run_1/m1.png
Bar = 20 um. Supply wires on this layer in grey.
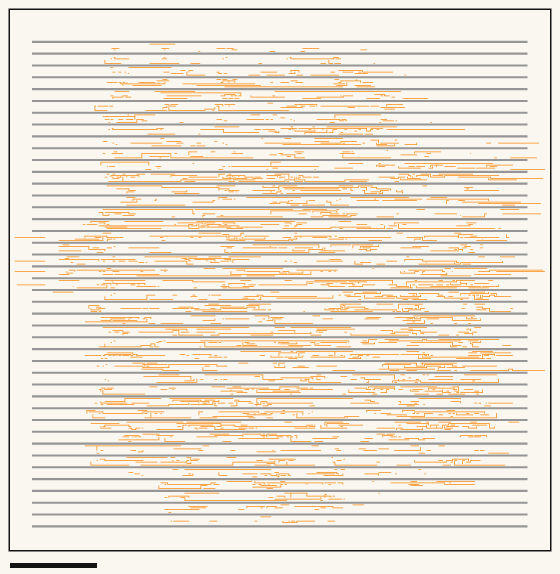
run_1/congestion_map.png
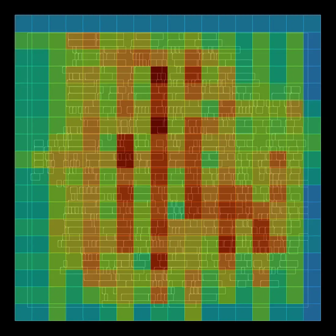
run_1/m3.png
Cells faint in the background.
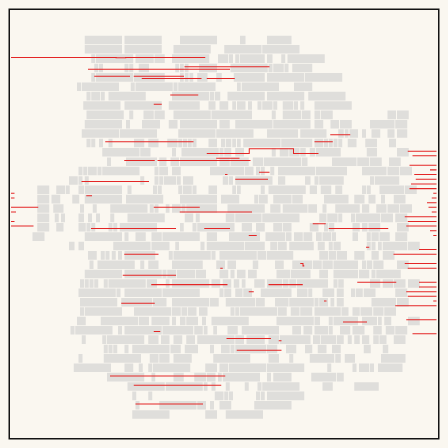
==> src/rtl/masked_match_decoder.sv <==
// Registered value/mask pattern decoder: a programmable table maps a code to
// (hit, idx, y) with lowest-index priority and a saturating miss counter.
module masked_match_decoder #(
    parameter int   WIDTH     = 2,
    parameter int   ENTRIES   = 16,
    parameter int   IDXW      = $clog2(ENTRIES),
    parameter int   CNTW      = 16,
    parameter logic DEFAULT_Y = 1'b0
) (
    input  logic             clk,
    input  logic             rst_n,
    input  logic             cfg_we,
    input  logic [IDXW-1:0]  cfg_idx,
    input  logic             cfg_en,
    input  logic [WIDTH-1:0] cfg_value,
    input  logic [WIDTH-1:0] cfg_mask,
    input  logic             cfg_y,
    input  logic             in_valid,
    output logic             in_ready,
    input  logic [WIDTH-1:0] in_code,
    output logic             out_valid,
    input  logic             out_ready,
    output logic             out_hit,
    output logic [IDXW-1:0]  out_idx,
    output logic             out_y,
    input  logic             miss_clr,
    output logic [CNTW-1:0]  miss_count,
    output logic             miss_sat
);

    logic             r_en    [ENTRIES];
    logic [WIDTH-1:0] r_value [ENTRIES];
    logic [WIDTH-1:0] r_mask  [ENTRIES];
    logic             r_y     [ENTRIES];

    logic             r_out_valid;
    logic             r_out_hit;
    logic [IDXW-1:0]  r_out_idx;
    logic             r_out_y;
    logic [CNTW-1:0]  r_miss_count;
    logic             r_miss_sat;

    logic [ENTRIES-1:0] w_match;
    logic               w_hit;
    logic [IDXW-1:0]    w_idx;
    logic               w_y;
    logic               w_accept;
    logic [CNTW-1:0]    w_cnt_nxt;

    assign in_ready   = rst_n & (~r_out_valid | out_ready);
    assign w_accept   = in_valid & in_ready;
    assign out_valid  = r_out_valid;
    assign out_hit    = r_out_hit;
    assign out_idx    = r_out_idx;
    assign out_y      = r_out_y;
    assign miss_count = r_miss_count;
    assign miss_sat   = r_miss_sat;

    // Table storage; indices with no matching entry number are never written.
    always_ff @(posedge clk) begin
        for (int i = 0; i < ENTRIES; i++) begin
            if (!rst_n) begin
                r_en[i]    <= 1'b0;
                r_value[i] <= '0;
                r_mask[i]  <= '0;
                r_y[i]     <= 1'b0;
            end else if (cfg_we && (cfg_idx == IDXW'(i))) begin
                r_en[i]    <= cfg_en;
                r_value[i] <= cfg_value;
                r_mask[i]  <= cfg_mask;
                r_y[i]     <= cfg_y;
            end else begin
                r_en[i]    <= r_en[i];
                r_value[i] <= r_value[i];
                r_mask[i]  <= r_mask[i];
                r_y[i]     <= r_y[i];
            end
        end
    end

    // Per-entry match against the registered table contents.
    always_comb begin
        w_match = '0;
        for (int i = 0; i < ENTRIES; i++) begin
            w_match[i] = r_en[i] & (((in_code ^ r_value[i]) & ~r_mask[i]) == '0);
        end
    end

    // Scan from the top down so the lowest matching index is the one left standing.
    always_comb begin
        w_hit = 1'b0;
        w_idx = '0;
        w_y   = DEFAULT_Y;
        for (int i = ENTRIES - 1; i >= 0; i--) begin
            w_hit = w_match[i] ? 1'b1        : w_hit;
            w_idx = w_match[i] ? IDXW'(i)    : w_idx;
            w_y   = w_match[i] ? r_y[i]      : w_y;
        end
    end

    // Miss counter next value: clear beats increment, increment stops at all-ones.
    always_comb begin
        w_cnt_nxt = r_miss_count;
        if (miss_clr) begin
            w_cnt_nxt = '0;
        end else if (w_accept && !w_hit && !r_miss_sat) begin
            w_cnt_nxt = r_miss_count + CNTW'(1);
        end else begin
            w_cnt_nxt = r_miss_count;
        end
    end

    // Output register: load on accept, drop valid on a bare consume, else hold.
    always_ff @(posedge clk) begin
        if (!rst_n) begin
            r_out_valid <= 1'b0;
            r_out_hit   <= 1'b0;
            r_out_idx   <= '0;
            r_out_y     <= 1'b0;
        end else if (w_accept) begin
            r_out_valid <= 1'b1;
            r_out_hit   <= w_hit;
            r_out_idx   <= w_idx;
            r_out_y     <= w_y;
        end else if (out_ready) begin
            r_out_valid <= 1'b0;
            r_out_hit   <= r_out_hit;
            r_out_idx   <= r_out_idx;
            r_out_y     <= r_out_y;
        end else begin
            r_out_valid <= r_out_valid;
            r_out_hit   <= r_out_hit;
            r_out_idx   <= r_out_idx;
            r_out_y     <= r_out_y;
        end
    end

    // Miss counter and its saturation flag, kept registered together.
    always_ff @(posedge clk) begin
        if (!rst_n) begin
            r_miss_count <= '0;
            r_miss_sat   <= 1'b0;
        end else begin
            r_miss_count <= w_cnt_nxt;
            r_miss_sat   <= &w_cnt_nxt;
        end
    end

endmodule

==> config.mk <==
export PLATFORM = sky130hd
export DESIGN_NAME = masked_match_decoder
export DESIGN_NICKNAME = d
export VERILOG_FILES = /design/src/rtl/masked_match_decoder.sv
export SDC_FILE = /design/constraint.sdc
export NUM_CORES = 1
export LEC_CHECK = 0
export CAP_MARGIN = 20
export CORE_MARGIN = 5
export CORE_UTILIZATION = 43
export DETAILED_ROUTE_END_ITERATION = 10
export PLACE_DENSITY = 0.65
export SYNTH_ARGS = -nofsm -noshare
export SYNTH_HDL_FRONTEND = slang
export SYNTH_SLANG_ARGS = --single-unit
==> constraint.sdc <==
create_clock -name clk -period 2.8 [get_ports clk]
set_input_delay 0.84 -clock clk [delete_from_list [all_inputs] [get_ports clk]]
set_output_delay 0.84 -clock clk [all_outputs]
set_load 0.005 [all_outputs]
==> run summary, run 1 <==
Outcome - finished, final reports clean
Drt first-iter violations - 299
Cell chosen for the clock root - sky130_fd_sc_hd__clkbuf_16
Number of vias per cell - 5.19
Series of cell instances along the critical path - clkdlybuf4s50_1 -> nand2b_1 -> and2_1 -> dlygate4sd2_1
Number of buffers added on ports - 42
TritonCTS clock tree - done
Wire length of the first global-routing pass - 22200 um
Worst slew pin tran - 396 ps
Fp_density - 44.1%
Final core utilization - 58.2%
Unrepaired setup endpoints after global routing - no
Maximum number of pins on one net before global-route repair - 31
Total of max-cap violations - 0
Final worst slack - 66.2 ps
Clock net sink count - 120
Synth async-reset ratio - 0%
Path category of the worst min-delay check - flip-flop to flip-flop
Period minus WS final - 2730 ps
Largest fanout on the critical path - 3
Vias after detailed routing - 4104
Log Warnings - 28
Final TNS setup - 0 ps
Clock-pin slew of the registers on the worst-case setup and hold paths - 60 ps
Total I/O pin count - 43
Crit path DAT - 1890 ps
Startpoint Class - primary input
Proportion of layout cells with a drive suffix above 1 - 21.5%
GR Layer Usage met2 - 31.0%
Met3 usage - 5.02%
Leak Pwr - 2.65 nW
Number of global-route vias before repair - 4245
Clock skew - 8.67 ps
Warning count from the yosys run - 0
Post-synth top area cell - sky130_fd_sc_hd__edfxtp_1
Back to the opening pictures, m1.png:
nets with wire on the layer: 589
share of all routed wire: 41%
wire length on this layer: 5540 um
longest straight run: 34.0 um
main direction: horizontal

Back to the opening pictures, congestion_map.png:
overall fraction of global-route tracks in use: 18.2%
average wire length per cell after detail routing: 17.2 um

Back to the opening pictures, m3.png:
share of all routed wire: 5.9%
wire length on this layer: 797 um
nets with wire on the layer: 58

## run 1: worst min-delay path: stages, from the launching register on
cell	delay, ps
sky130_fd_sc_hd__dfxtp_1	320
sky130_fd_sc_hd__nand2_1	70
sky130_fd_sc_hd__a22oi_1	50
## run 1: registers in the layout, summed over array words and instances (netlist names)
| register | flops |
|---|---|
| r_y | 16 |
| out_y | 1 |
| out_valid | 1 |
| r_en | 16 |
| r_mask | 32 |
| out_idx | 4 |
| r_value | 32 |
| miss_sat | 1 |
| miss_count | 16 |
| out_hit | 1 |
## run 1: report_power, final
group	internal, mW	switching (mW)	total, mW
clock network	1.49	0.801	2.29
registers	2.02	0.0427	2.06
logic	0.225	0.272	0.497
## run 1: layout make-up
class / count / area [um2]
multi-input cells: 343 / 2170
clock inverters: 15 / 201
flip-flops and latches: 120 / 3360
fillers: 1091 / 5320
well taps: 172 / 215
repair buffers: 106 / 960
inverters: 17 / 63.8
clock buffers: 17 / 425
## run 1: metrics by stage
step / cell area [um2] / total power, mW / hold slack [ps]
3_5_place_dp: 6610 / 2.56 / 477
2_1_floorplan: 5650 / 2.36 / 454
6_report: 7400 / 4.85 / 492
5_1_grt: 7400 / 5.01 / 517
3_3_place_gp: 6610 / 2.55 / 472
4_1_cts: 7340 / 4.86 / 486
## run 1: timing repair
item | 4_1_cts | 5_1_grt
pin swaps | 8 | 13
setup buffers | 4 | 4
endpoints found under the setup margin | 17 | 12
resized | 9 | 10
gates cloned | 2 | 0
hold buffers | 0 | 0
endpoints found under the hold margin | 0 | 0
## run 1: logic make-up (layout without fill, tap and decap cells)
group	count (synthesis)	in the layout	share of synthesized area (%)
flops	120	120	59.9
buf+inv	32	155	2.99
mux	5	5	0.913
fa+ha+maj	1	1	0.223
xor+xnor	45	45	7.02
compound gates	56	56	8.62
simple gates	236	236	20.4
## run 1: metal layers
layer / share of wire (%) / routed length (um) / up-vias
li1: - / - / 1982
met1: 41 / 5540 / 1982
met5: 0 / 0 / -
met2: 51 / 6930 / 117
met4: 2.2 / 300 / 0
met3: 5.9 / 796 / 23
## run 1: synth_stat cells (all sizes together), types with 3 or more instances
cell type	count
a21oi	8
a31oi	3
and2	3
and3	3
buf	6
clkbuf	9
dfxtp	24
edfxtp	96
inv	17
mux2i	4
nand2	58
nand2b	6
nand3	12
nand4	8
nor2	111
nor2b	8
nor3	9
nor4	4
o211ai	3
o21ai	8
o221ai	18
or3	5
xnor2	38
xor2	7
## run 1: path summary, 6_finish.rpt
check,cells past startpoint,startpoint,slack [ps],endpoint
worst max-delay path,4,out_ready,70,in_ready
worst min-delay path,2,out_hit$_SDFFE_PN0P_,490,out_hit$_SDFFE_PN0P_
worst max register to register,9,r_value[1][11]$_SDFFCE_PN0P_,470,miss_sat$_SDFF_PN0_
worst min register to register,2,out_hit$_SDFFE_PN0P_,490,out_hit$_SDFFE_PN0P_
run_1/m4.png
Bar = 20 um. Supply wires on this layer in grey.
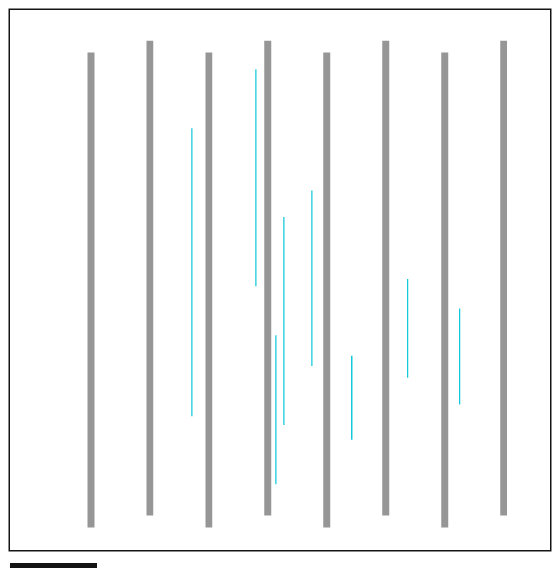

--- run 2 (diff from run 1) ---
--- a/config.mk
+++ b/config.mk
@@ -7,9 +7,9 @@
 export LEC_CHECK = 0
 export CAP_MARGIN = 20
 export CORE_MARGIN = 5
-export CORE_UTILIZATION = 43
+export CORE_UTILIZATION = 50
 export DETAILED_ROUTE_END_ITERATION = 10
-export PLACE_DENSITY = 0.65
+export PLACE_DENSITY = 0.74
 export SYNTH_ARGS = -nofsm -noshare
 export SYNTH_HDL_FRONTEND = slang
 export SYNTH_SLANG_ARGS = --single-unit
run_2/m4.png
Bar = 20 um. Supply wires on this layer in grey.
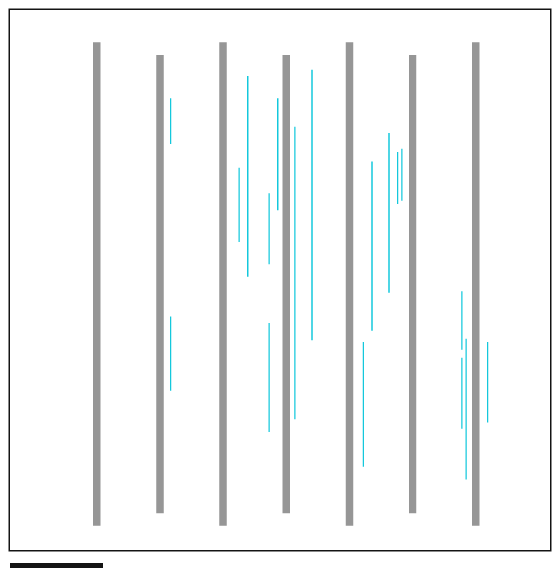
main direction: vertical
wire length on this layer: 458 um
nets with wire on the layer: 16
longest straight run: 62.6 um

run_2/congestion_map.png
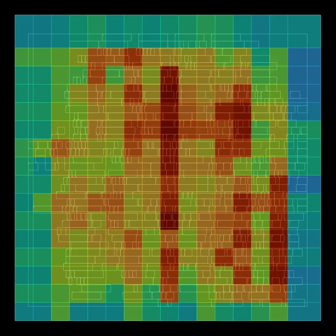
GR met1 Demand/Resource: 26.2%
peak-usage layer in the global routing report: met2
final core utilization: 68.3%
overall fraction of global-route tracks in use: 22.0%

==> run summary, run 2 <==
First element of the critical path - in_code[1]
Worst hold margin - 512 ps
Largest fanout on the critical path - 6
Comb. cell area - 2230 um2
Number of buffers added on ports - 42
Maximum number of pins on one net before global-route repair - 31
Clock skew - 9.82 ps
Number of global-route vias before repair - 4286
Worst slew pin tran - 382 ps
Clock net sink count - 120
Cell depth of the worst flop-to-flop path - 9
Flip-flop and latch area - 3360 um2
Outcome - finished, final reports clean
Wire length of the first global-routing pass - 22100 um
Leak Pwr - 2.74 nW
Summed area of non-filler cells in the final layout - 7470 um2
Top cells by count - 111 x sky130_fd_sc_hd__nor2_1, 96 x sky130_fd_sc_hd__edfxtp_1, 56 x sky130_fd_sc_hd__nand2_1
Path category of the worst min-delay check - flip-flop to flip-flop
Dominant cell by count in the synthesized netlist - sky130_fd_sc_hd__nor2_1
Pwr Total - 4.89 mW
Crit path DAT - 3090 ps
Worst setup slack for register-to-register paths - 330 ps
TritonCTS clock tree - done
Proportion of layout cells with a drive suffix above 1 - 22.6%
Endpoint of the worst setup timing path - miss_count[13]$_SDFF_PN0_
Clock-pin slew of the registers on the worst-case setup and hold paths - 60 ps
Drt first-iter violations - 415
Worst R2R Start - r_value[0][10]$_SDFFCE_PN0P_
Standard cell area after detailed placement - 6590 um2
Number of fill cells - 764
Startpoint Class - primary input
Post-synth top area cell - sky130_fd_sc_hd__edfxtp_1
Log Warnings - 27
Fp_density - 51.4%
Final worst slack - 56.0 ps
Warning count from the yosys run - 0
Vias after detailed routing - 4305
Total of max-cap violations - 0
==> run 2: layout make-up <==
cell class,instances,share of cell area (%)
sequential,120,45.0
multi-input combinational,343,29.8
timing repair buffer,114,13.7
clock buffer,19,5.79
clock inverter,12,2.43
tap,140,2.34
inverter,17,0.854
==> run 2: worst max-delay path, delay by kind of cell <==
family          cells  cell delay [ps]
compound gates      2              400
xor+xnor            1              130
buf+inv             3              450
simple gates        5             1270
==> run 2: logic make-up (layout without fill, tap and decap cells) <==
family / Yosys count / after routing / share of synthesized area [%]
simple gates: 236 / 236 / 20.4
flops: 120 / 120 / 59.9
compound gates: 56 / 56 / 8.62
xor+xnor: 45 / 45 / 7.02
buf+inv: 32 / 162 / 2.99
mux: 5 / 5 / 0.913
fa+ha+maj: 1 / 1 / 0.223
==> run 2: how the worst min path moves through the flow <==
stage                         start              endpoint  slack [ps]  cells after the start
2_1_floorplan  out_hit$_SDFFE_PN0P_  out_hit$_SDFFE_PN0P_         450                      2
3_3_place_gp   out_hit$_SDFFE_PN0P_  out_hit$_SDFFE_PN0P_         470                      2
3_5_place_dp   out_hit$_SDFFE_PN0P_  out_hit$_SDFFE_PN0P_         480                      2
4_1_cts        out_hit$_SDFFE_PN0P_  out_hit$_SDFFE_PN0P_         490                      2
5_1_grt        out_hit$_SDFFE_PN0P_  out_hit$_SDFFE_PN0P_         540                      2
6_report       out_hit$_SDFFE_PN0P_  out_hit$_SDFFE_PN0P_         510                      2
==> run 2: power by group <==
part / internal [mW] / switching [mW] / leakage (nW)
sequential: 2.02 / 0.0464 / 1.11
combinational: 0.246 / 0.290 / 1.33
clock: 1.55 / 0.728 / 0.296
==> run 2: routing by layer <==
layer,part of all wire [%],vias to the layer above,wire length (um),global-route usage [%]
met5,0,-,0,0
met3,8.3,40,1170,5.90
met1,38,2063,5380,26.2
met2,51,206,7170,37.3
li1,-,1996,-,-
met4,3.2,0,458,10.4
==> run 2: timing repair <==
| item | CTS | global route |
|---|---|---|
| hold buffers | 0 | 0 |
| gates resized | 12 | 23 |
| setup endpoints to repair | 17 | 12 |
| buffers inserted | 5 | 9 |
| pin swaps | 14 | 18 |
| cloned | 2 | 0 |
run_2/m1.png
Bar = 20 um. Supply wires on this layer in grey.
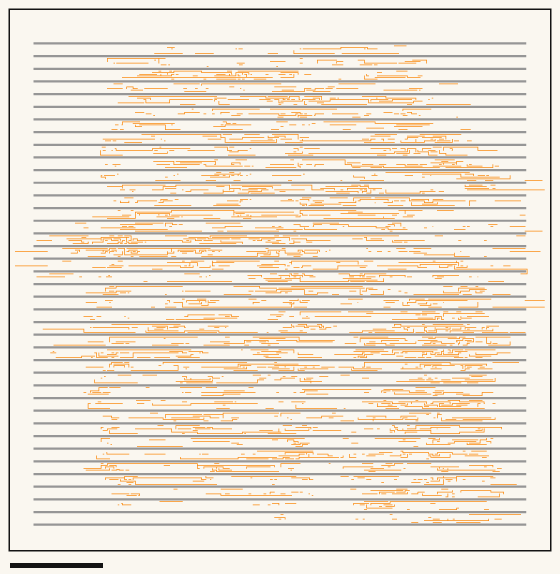

--- run 3 (diff from run 2) ---
--- a/config.mk
+++ b/config.mk
@@ -10,6 +10,8 @@
 export CORE_UTILIZATION = 50
 export DETAILED_ROUTE_END_ITERATION = 10
 export PLACE_DENSITY = 0.74
+export SETUP_SLACK_MARGIN = 0.2
 export SYNTH_ARGS = -nofsm -noshare
 export SYNTH_HDL_FRONTEND = slang
 export SYNTH_SLANG_ARGS = --single-unit
+export TNS_END_PERCENT = 10
run_3/m1.png
Bar = 20 um. Supply wires on this layer in grey.
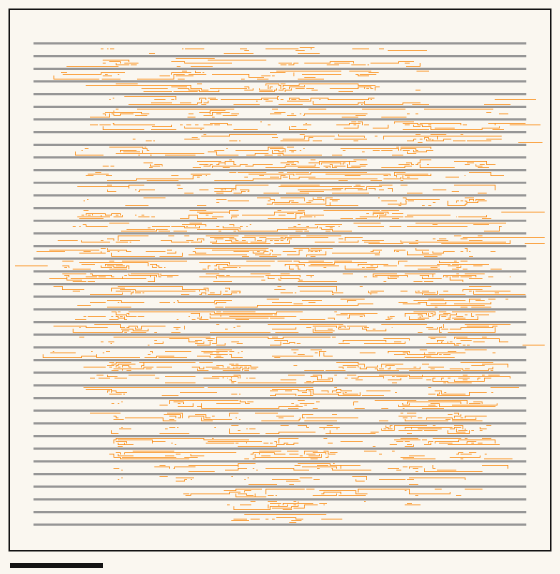
nets with wire on the layer: 591
longest straight run: 25.8 um
wire length on this layer: 5380 um
main direction: horizontal

run_3/m4.png
Bar = 20 um. Supply wires on this layer in grey.
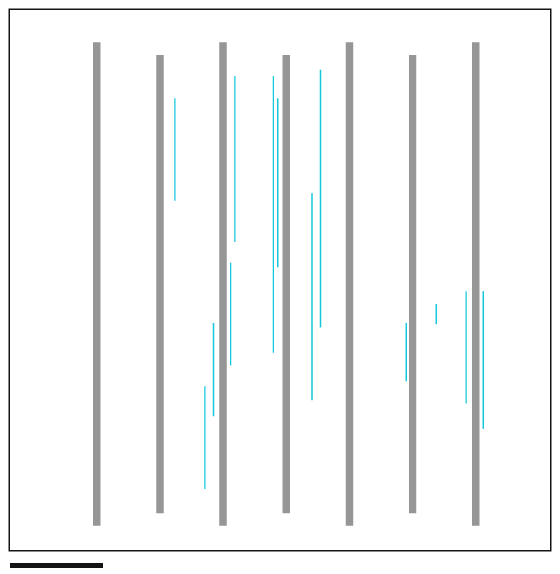
WL final: 14200 um
vias after detailed routing: 4280

==> run summary, run 3 <==
Path category of the worst min-delay check - flip-flop to flip-flop
Number of vias per cell - 5.57
Standard cell area after detailed placement - 6570 um2
Share of Yosys cell area claimed by the top area cell type - 51.3%
Largest fanout on the critical path - 7
Fp_density - 51.4%
Drt first pass iters - 6
Total I/O pin count - 43
Number of global-route vias before repair - 4207
Worst R2R Start - r_value[1][9]$_SDFFCE_PN0P_
Outcome - finished, final reports clean
Number of hold buffers added after CTS - 0
Warning count from the yosys run - 0
Cell chosen for the clock root - sky130_fd_sc_hd__clkbuf_16
Synth async-reset ratio - 0%
Total of max-cap violations - 0
Maximum number of pins on one net before global-route repair - 31
Number of levels in the clock H-tree - 4
Clock net sink count - 120
CTS Buf Count - 17
EDFF count, synth - 96
Overall fraction of global-route tracks in use - 21.4%
Log Warnings - 29
Clock skew - 7.47 ps
Worst slew pin tran - 395 ps
Unrepaired setup endpoints after global routing - yes
Number of fill cells - 751
Post-synth top area cell - sky130_fd_sc_hd__edfxtp_1
Crit path DAT - 2990 ps
Initial antenna violation count - 0
Number of buffers added on ports - 42
Period minus WS final - 2660 ps
Dominant cell by count in the synthesized netlist - sky130_fd_sc_hd__nor2_1
Summed area of non-filler cells in the final layout - 7500 um2
Largest registers ranked by flip-flop count - r_mask x32, r_value x32
Wire length of the first global-routing pass - 21600 um
Origin of the worst min-delay path - out_hit$_SDFFE_PN0P_
Final core utilization - 68.6%
Proportion of layout cells with a drive suffix above 1 - 24.0%
Average wire length per cell after detail routing - 18.4 um
Final worst slack - 138 ps
Drt first-iter violations - 514
Pwr Total - 4.84 mW
Startpoint Class - primary input
TritonCTS clock tree - done
-- run 3: stage by stage --
stage	cells	TNS (ps)	hold WS, ps
2_1_floorplan	495	-19.6	454
3_3_place_gp	716	-8670	462
3_5_place_dp	716	-9990	456
4_1_cts	757	0	465
5_1_grt	768	0	507
6_report	768	0	468
-- run 3: cell families after synthesis --
| group | after synthesis | share of synthesized area [%] |
|---|---|---|
| simple gates | 236 | 20.4 |
| flops | 120 | 59.9 |
| compound gates | 56 | 8.62 |
| xor+xnor | 45 | 7.02 |
| buf+inv | 32 | 2.99 |
| mux | 5 | 0.913 |
| fa+ha+maj | 1 | 0.223 |
-- run 3: final timing paths --
| check | slack [ps] | end | cells past startpoint |
|---|---|---|---|
| setup / recovery | 140 | miss_count[15]$_SDFF_PN0_ | 12 |
| hold / removal | 470 | out_hit$_SDFFE_PN0P_ | 2 |
| setup reg to reg | 450 | miss_count[15]$_SDFF_PN0_ | 10 |
| hold reg to reg | 470 | out_hit$_SDFFE_PN0P_ | 2 |
-- run 3: final cells by class --
type	instances	area [um2]	area share [%]
clock buffer	18	429	5.72
sequential	120	3360	44.8
inverter	17	63.8	0.851
tap	140	175	2.34
clock inverter	14	181	2.42
multi-input combinational	343	2220	29.6
timing repair buffer	116	1070	14.2
-- run 3: layer usage --
| layer | global-route usage, % | wire (um) | share of wire [%] | up-vias |
|---|---|---|---|---|
| met5 | 0 | 0 | 0 | - |
| met4 | 9.05 | 384 | 2.7 | 0 |
| met3 | 5.27 | 1010 | 7.2 | 32 |
| met2 | 37.2 | 7370 | 52 | 189 |
| met1 | 25.2 | 5380 | 38 | 2051 |
| li1 | - | - | - | 2008 |
-- run 3: power by group --
| part | switching (mW) | total, mW | internal (mW) |
|---|---|---|---|
| logic | 0.286 | 0.538 | 0.252 |
| clock network | 0.761 | 2.24 | 1.48 |
| registers | 0.0461 | 2.07 | 2.02 |
-- run 3: critical path, cell delays in order --
cell	delay, ps
sky130_fd_sc_hd__buf_6	110
sky130_fd_sc_hd__buf_12	140
sky130_fd_sc_hd__xnor2_1	120
sky130_fd_sc_hd__o221a_2	310
sky130_fd_sc_hd__nand4b_4	220
sky130_fd_sc_hd__buf_4	170
sky130_fd_sc_hd__buf_4	130
sky130_fd_sc_hd__nor4_2	210
sky130_fd_sc_hd__buf_4	180
sky130_fd_sc_hd__nand2_1	70
sky130_fd_sc_hd__or3_1	340
sky130_fd_sc_hd__a21oi_1	150
-- run 3: repair_timing --
item	in CTS	in global routing
endpoints found under the setup margin	19	15
gates cloned	2	0
setup buffers	7	11
resized	22	17
pin swaps	18	18
No activity file was given, so power comes from the tool's default toggle rates.
